<file path="src/rtl/bus_regfile_if.sv">
// rtl/bus_regfile_if.sv - shared-bus register file port bundle
interface bus_regfile_if #(
  parameter int DATA_W = 8,
  parameter int ADDR_W = 2
);
  logic              cs;
  logic              r_nw;
  logic [ADDR_W-1:0] addr;
  logic [DATA_W-1:0] bus_in;
  logic [DATA_W-1:0] bus_out;
  logic [DATA_W-1:0] bus_oe;
  logic              ack;
  logic              err;
  logic [ADDR_W-1:0] mon_sel;
  logic [DATA_W-1:0] mon_q;

  modport master (
    output cs, r_nw, addr, bus_in, mon_sel,
    input  bus_out, bus_oe, ack, err, mon_q
  );

  modport slave (
    input  cs, r_nw, addr, bus_in, mon_sel,
    output bus_out, bus_oe, ack, err, mon_q
  );
endinterface

</file>
<file path="src/rtl/bus_regfile.sv">
// rtl/bus_regfile.sv - bus-attached register bank with read turnaround and write protect
module bus_regfile #(
  parameter int                       DATA_W     = 8,
  parameter int                       ADDR_W     = 2,
  parameter int                       TURNAROUND = 1,
  parameter logic [DATA_W-1:0]        RESET_VAL  = '0,
  parameter logic [(2**ADDR_W)-1:0]   WP_MASK    = '0
) (
  input logic          clk,
  input logic          rst_n,
  bus_regfile_if.slave bus
);
  localparam int         DEPTH     = 2**ADDR_W;
  localparam logic [3:0] TURN_LOAD = 4'(TURNAROUND);

  localparam logic [2:0] S_IDLE  = 3'd0;
  localparam logic [2:0] S_WACK  = 3'd1;
  localparam logic [2:0] S_HOLD  = 3'd2;
  localparam logic [2:0] S_TURN  = 3'd3;
  localparam logic [2:0] S_DRIVE = 3'd4;

  logic [2:0]        state_q, state_d;
  logic [ADDR_W-1:0] addr_q, addr_d;
  logic              dir_q, dir_d;
  logic [3:0]        cnt_q, cnt_d;
  logic [DATA_W-1:0] regs_q [DEPTH];
  logic [DATA_W-1:0] regs_d [DEPTH];
  logic              wr_en;
  logic              driving;

  always_comb begin
    state_d = state_q;
    addr_d  = addr_q;
    dir_d   = dir_q;
    cnt_d   = cnt_q;
    wr_en   = 1'b0;
    case (state_q)
      S_IDLE: begin
        if (bus.cs) begin
          addr_d = bus.addr;
          dir_d  = bus.r_nw;
          if (!bus.r_nw) begin
            wr_en   = ~WP_MASK[bus.addr];
            state_d = S_WACK;
          end else if (TURNAROUND == 0) begin
            state_d = S_DRIVE;
          end else begin
            cnt_d   = TURN_LOAD;
            state_d = S_TURN;
          end
        end
      end
      S_WACK:  state_d = bus.cs ? S_HOLD : S_IDLE;
      S_HOLD:  if (!bus.cs) state_d = S_IDLE;
      S_TURN: begin
        // Dropping cs abandons the read before any data or ack appears.
        cnt_d = cnt_q - 4'd1;
        if (!bus.cs) begin
          cnt_d   = '0;
          state_d = S_IDLE;
        end else if (cnt_q == 4'd1) begin
          state_d = S_DRIVE;
        end
      end
      S_DRIVE: if (!bus.cs) state_d = S_IDLE;
      default: state_d = S_IDLE;
    endcase
  end

  always_comb begin
    regs_d = regs_q;
    if (wr_en) regs_d[bus.addr] = bus.bus_in;
  end

  always_ff @(posedge clk or negedge rst_n) begin
    if (!rst_n) begin
      state_q <= S_IDLE;
      addr_q  <= '0;
      dir_q   <= 1'b0;
      cnt_q   <= '0;
      for (int i = 0; i < DEPTH; i++) regs_q[i] <= RESET_VAL;
    end else begin
      state_q <= state_d;
      addr_q  <= addr_d;
      dir_q   <= dir_d;
      cnt_q   <= cnt_d;
      regs_q  <= regs_d;
    end
  end

  // Bus enables come from registered state only, so the pins never glitch on cs.
  assign driving     = (state_q == S_DRIVE);
  assign bus.bus_oe  = {DATA_W{driving}};
  assign bus.bus_out = driving ? regs_q[addr_q] : '0;
  assign bus.ack     = driving || (state_q == S_WACK);
  assign bus.err     = (state_q == S_WACK) && !dir_q && WP_MASK[addr_q];
  assign bus.mon_q   = regs_q[bus.mon_sel];
endmodule

</file>
<file path="src/flat_wrapper.sv">
// flat-port wrapper written by rule: the top's interface ports become plain ports
module bus_regfile_flat 
#(
  parameter int                       DATA_W     = 8,
  parameter int                       ADDR_W     = 2,
  parameter int                       TURNAROUND = 1,
  parameter logic [DATA_W-1:0]        RESET_VAL  = '0,
  parameter logic [(2**ADDR_W)-1:0]   WP_MASK    = '0
)
  (clk, rst_n, bus_cs, bus_r_nw, bus_addr, bus_bus_in, bus_mon_sel, bus_bus_out, bus_bus_oe, bus_ack, bus_err, bus_mon_q);
  bus_regfile_if #(.DATA_W(DATA_W), .ADDR_W(ADDR_W)) bus_i ();
  input logic clk;
  input logic rst_n;
  input wire logic [$bits(bus_i.cs)-1:0] bus_cs;
  input wire logic [$bits(bus_i.r_nw)-1:0] bus_r_nw;
  input wire logic [$bits(bus_i.addr)-1:0] bus_addr;
  input wire logic [$bits(bus_i.bus_in)-1:0] bus_bus_in;
  input wire logic [$bits(bus_i.mon_sel)-1:0] bus_mon_sel;
  output wire logic [$bits(bus_i.bus_out)-1:0] bus_bus_out;
  output wire logic [$bits(bus_i.bus_oe)-1:0] bus_bus_oe;
  output wire logic [$bits(bus_i.ack)-1:0] bus_ack;
  output wire logic [$bits(bus_i.err)-1:0] bus_err;
  output wire logic [$bits(bus_i.mon_q)-1:0] bus_mon_q;
  assign bus_i.cs = bus_cs;
  assign bus_i.r_nw = bus_r_nw;
  assign bus_i.addr = bus_addr;
  assign bus_i.bus_in = bus_bus_in;
  assign bus_i.mon_sel = bus_mon_sel;
  assign bus_bus_out = bus_i.bus_out;
  assign bus_bus_oe = bus_i.bus_oe;
  assign bus_ack = bus_i.ack;
  assign bus_err = bus_i.err;
  assign bus_mon_q = bus_i.mon_q;
  bus_regfile #(.DATA_W(DATA_W), .ADDR_W(ADDR_W), .TURNAROUND(TURNAROUND), .RESET_VAL(RESET_VAL), .WP_MASK(WP_MASK)) u_core (.clk(clk), .rst_n(rst_n), .bus(bus_i));
endmodule
</file>
<file path="config.mk">
export PLATFORM = sky130hd
export DESIGN_NAME = bus_regfile_flat
export DESIGN_NICKNAME = d
export VERILOG_FILES = /design/src/rtl/bus_regfile_if.sv /design/src/rtl/bus_regfile.sv /design/src/flat_wrapper.sv
export SDC_FILE = /design/constraint.sdc
export NUM_CORES = 1
export LEC_CHECK = 0
export CAP_MARGIN = 20
export CORE_ASPECT_RATIO = 1.5
export CORE_MARGIN = 4
export CORE_UTILIZATION = 45
export CTS_CLUSTER_DIAMETER = 50
export DETAILED_ROUTE_END_ITERATION = 10
export PLACE_DENSITY = 0.73
export SLEW_MARGIN = 20
export SYNTH_ARGS = -nofsm -noshare
export SYNTH_HDL_FRONTEND = slang
export SYNTH_SLANG_ARGS = --single-unit
export TNS_END_PERCENT = 50
</file>
<file path="constraint.sdc">
create_clock -name clk -period 1.5 [get_ports clk]
set_input_delay 0.15 -clock clk [delete_from_list [all_inputs] [get_ports clk]]
set_output_delay 0.15 -clock clk [all_outputs]
set_load 0.005 [all_outputs]
</file>
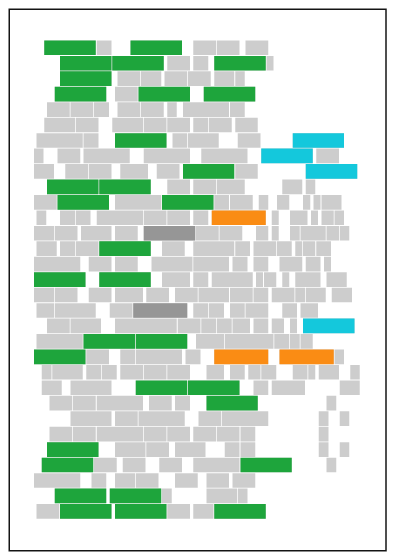
run_1/flops_by_reg.png
Other sequential cells in the stronger grey, the rest of the logic in the fainter grey.
| name in the netlist | colour | sequential cells |
|---|---|---|
| u_core.regs_q | green | 32 |
| u_core.state_q | orange | 3 |
| u_core.cnt_q | cyan | 4 |

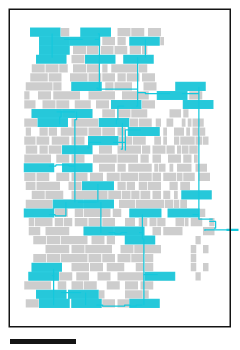
run_1/io_fan.png
Bar = 20 µm.
| port | colour | bits | direction | end cells | buffers | wire |
|---|---|---|---|---|---|---|
| rst_n | cyan | 1 | input | 41 | 3 | 324 µm |

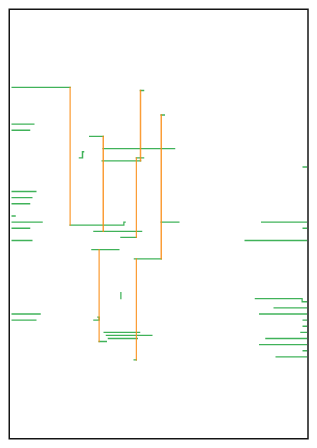
run_1/wires.png
Two of the layers only.
| layer | colour | wire length |
|---|---|---|
| metal 3 | green | 251 µm |
| metal 4 | orange | 160 µm |

==> impl_metrics.toml, run 1 <==
# synthesis and place-and-route metrics
[critical_path]
reg2reg_depth = 5
cp_num_cells = 5
regToRegSetupSlack_ns = -0.14
cp_max_fo = 3
crit_arrival_ns = 1.73

[grt]
antenna_found_initial = 0
grtUsageTotal_pct = 22.42

[synthesis]
syn-cell-area_um2 = 2273
simple_gate_area_share_pct = 10.84
largest_area_cell = "dfrtp_1"
synth.most_common_cell = "dfrtp_1"
ys_area_um2 = 2273

[clock_network]
cts_resized = 157
cts-htree-levels = 2
clock_tree.buffer_depth = 2
path_clk_slew_ns = 0.09

[outcome]
violations = "setup timing"
outcome = "finished with violations"

[timing]
slew_violations = 0
setup_slack_ns = -0.3795
setup_viol = 51
rsz0062_at_grt = "true"
hold_viol = 0
finClkSkew_ns = 0.009096

[floorplanning]
dieArea_um2 = 6277
rows = 31

[detailed_routing]
antenna_left = 0
top_layer = "met4"
route.met2.wl_mm = 3.564
wl_met1_mm = 2.347

[layout]
nonClkBufAreaFrac_pct = 29.94
combGateArea_um2 = 1204
inv_count = 5
regMostFlops = "u_core.regs_q"
nFlopsAndLatches = 41
clockBufferCount = 5

[power]
p_sw_mw = 1.699
--- run 2 (diff from run 1) ---
- REMOVE_ABC_BUFFERS: not set -> 1
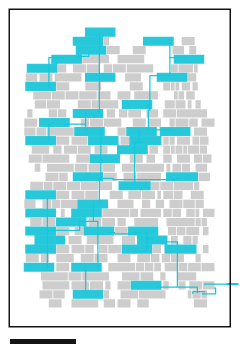
run_2/io_fan.png
Bar = 20 µm.
| port | colour | bits | direction | end cells | buffers | wire |
|---|---|---|---|---|---|---|
| rst_n | cyan | 1 | input | 41 | 3 | 311 µm |

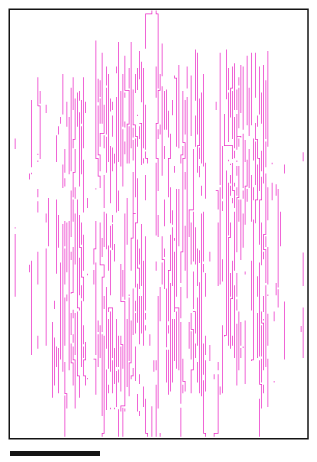
run_2/layer_met2.png
Bar = 20 µm.
wire length on this layer: 3,810 µm
share of all routed wire: 57%
nets with wire on the layer: 284

==> run 2 against run 1 <==
Against the previous run:
- the run still ends with setup timing left
- clock power down 21%
- core utilization up 1.9 points
- largest cell class unchanged
- sequential power about the same
- sequential share of layout area down 0.76 points
- non-clock buffer count up 12
- register-to-register slack worse by 0.04 ns
- synthesized cell count unchanged
- die area unchanged
- flip-flop count unchanged
==> impl_metrics.toml, run 2 <==
# synthesis and place-and-route metrics
[synthesis]
syn-cell-area_um2 = 2273
simple_gate_area_share_pct = 10.84
ys_area_um2 = 2273
netlist-cell-type-count = 38
largest_area_cell = "dfrtp_1"

[layout]
combGateArea_um2 = 1240
nFlopsAndLatches = 41
nonClkBufAreaFrac_pct = 31.43
regMostFlops = "u_core.regs_q"
inv_count = 5

[detailed_routing]
top_layer = "met4"
wl_met1_mm = 2.341
antenna_left = 0
route.met2.wl_mm = 3.811

[clock_network]
path_clk_slew_ns = 0.08
cts_resized = 152
cts-htree-levels = 2
clock_tree.buffer_depth = 2

[critical_path]
crit_arrival_ns = 1.75
cp_num_cells = 5
path_cells = "buf_6 -> buf_12 -> mux4_2 -> and3_4 -> buf_6"
cp_max_fo = 2
regToRegSetupSlack_ns = -0.18
reg2reg_depth = 6

[grt]
overflow = 0
antenna_found_initial = 0
grt_use_met2_pct = 43.18

[outcome]
outcome = "finished with violations"
violations = "setup timing"

[timing]
finClkSkew_ns = 0.007027
setup_viol = 53
hold_ws_ns = 0.4487
slew_violations = 0
setup_slack_ns = -0.4034

[floorplanning]
rows = 31

[power]
p_sw_mw = 1.715
--- run 3 (diff from run 2) ---
- CORE_MARGIN: 4 -> 2
- CTS_BUF_LIST: not set -> sky130_fd_sc_hd__clkbuf_4 sky130_fd_sc_hd__clkbuf_8
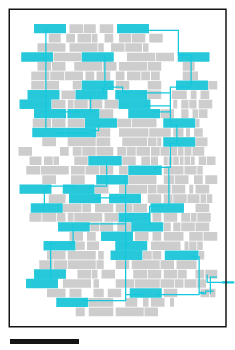
run_3/io_fan.png
Bar = 20 µm.
| port | colour | bits | direction | end cells | buffers | wire |
|---|---|---|---|---|---|---|
| rst_n | cyan | 1 | input | 41 | 3 | 356 µm |

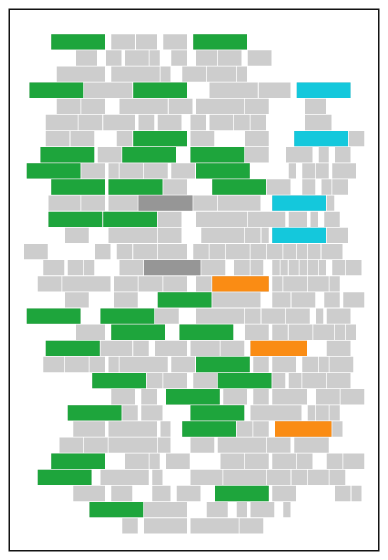
run_3/flops_by_reg.png
Other sequential cells in the stronger grey, the rest of the logic in the fainter grey.
| name in the netlist | colour | sequential cells |
|---|---|---|
| u_core.state_q | orange | 3 |
| u_core.regs_q | green | 32 |
| u_core.cnt_q | cyan | 4 |

==> run 3 against run 2 <==
Against the previous run:
- the run still ends with setup timing left
- sequential share of layout area up 0.76 points
- die area is 10% lower
- register-to-register slack worse by 0.04 ns
- hold slack better by 0.0029 ns
- global-route usage increased by 0.68 points
- flip-flop count unchanged
- first-iteration DRC count rose by 11%
- worst setup slack better by 0.053 ns
- cell count decreased by 3.2%
- clock-buffer cell count is the same
- largest power group unchanged
==> impl_metrics.toml, run 3 <==
# synthesis and place-and-route metrics
[synthesis]
simple_gate_area_share_pct = 10.84
syn-cell-area_um2 = 2273
synth.most_common_cell = "dfrtp_1"
netlist-cell-type-count = 38

[timing]
hold_viol = 0
finClkSkew_ns = 0.009768
rsz0062_at_grt = "true"
setup_slack_ns = -0.3503
slew_violations = 0
setup_viol = 53

[critical_path]
cp_num_cells = 5
reg2reg_depth = 5
cp_max_fo = 4
regToRegSetupSlack_ns = -0.22
path_cells = "buf_6 -> buf_6 -> mux4_2 -> and3_4 -> buf_6"

[floorplanning]
dieArea_um2 = 5648
rows = 31

[grt]
overflow = 0
antenna_found_initial = 0
grt_use_met2_pct = 43.40

[power]
p_sw_mw = 1.620

[layout]
nFlopsAndLatches = 41
combGateArea_um2 = 1215
inv_count = 5
regMostFlops = "u_core.regs_q"
clockBufferCount = 6

[detailed_routing]
wl_met1_mm = 2.289
top_layer = "met4"
antenna_left = 0

[outcome]
outcome = "finished with violations"
violations = "setup timing"

[clock_network]
cts-htree-levels = 2
clock_tree.buffer_depth = 2
path_clk_slew_ns = 0.08
No activity file was given, so power comes from the tool's default toggle rates.
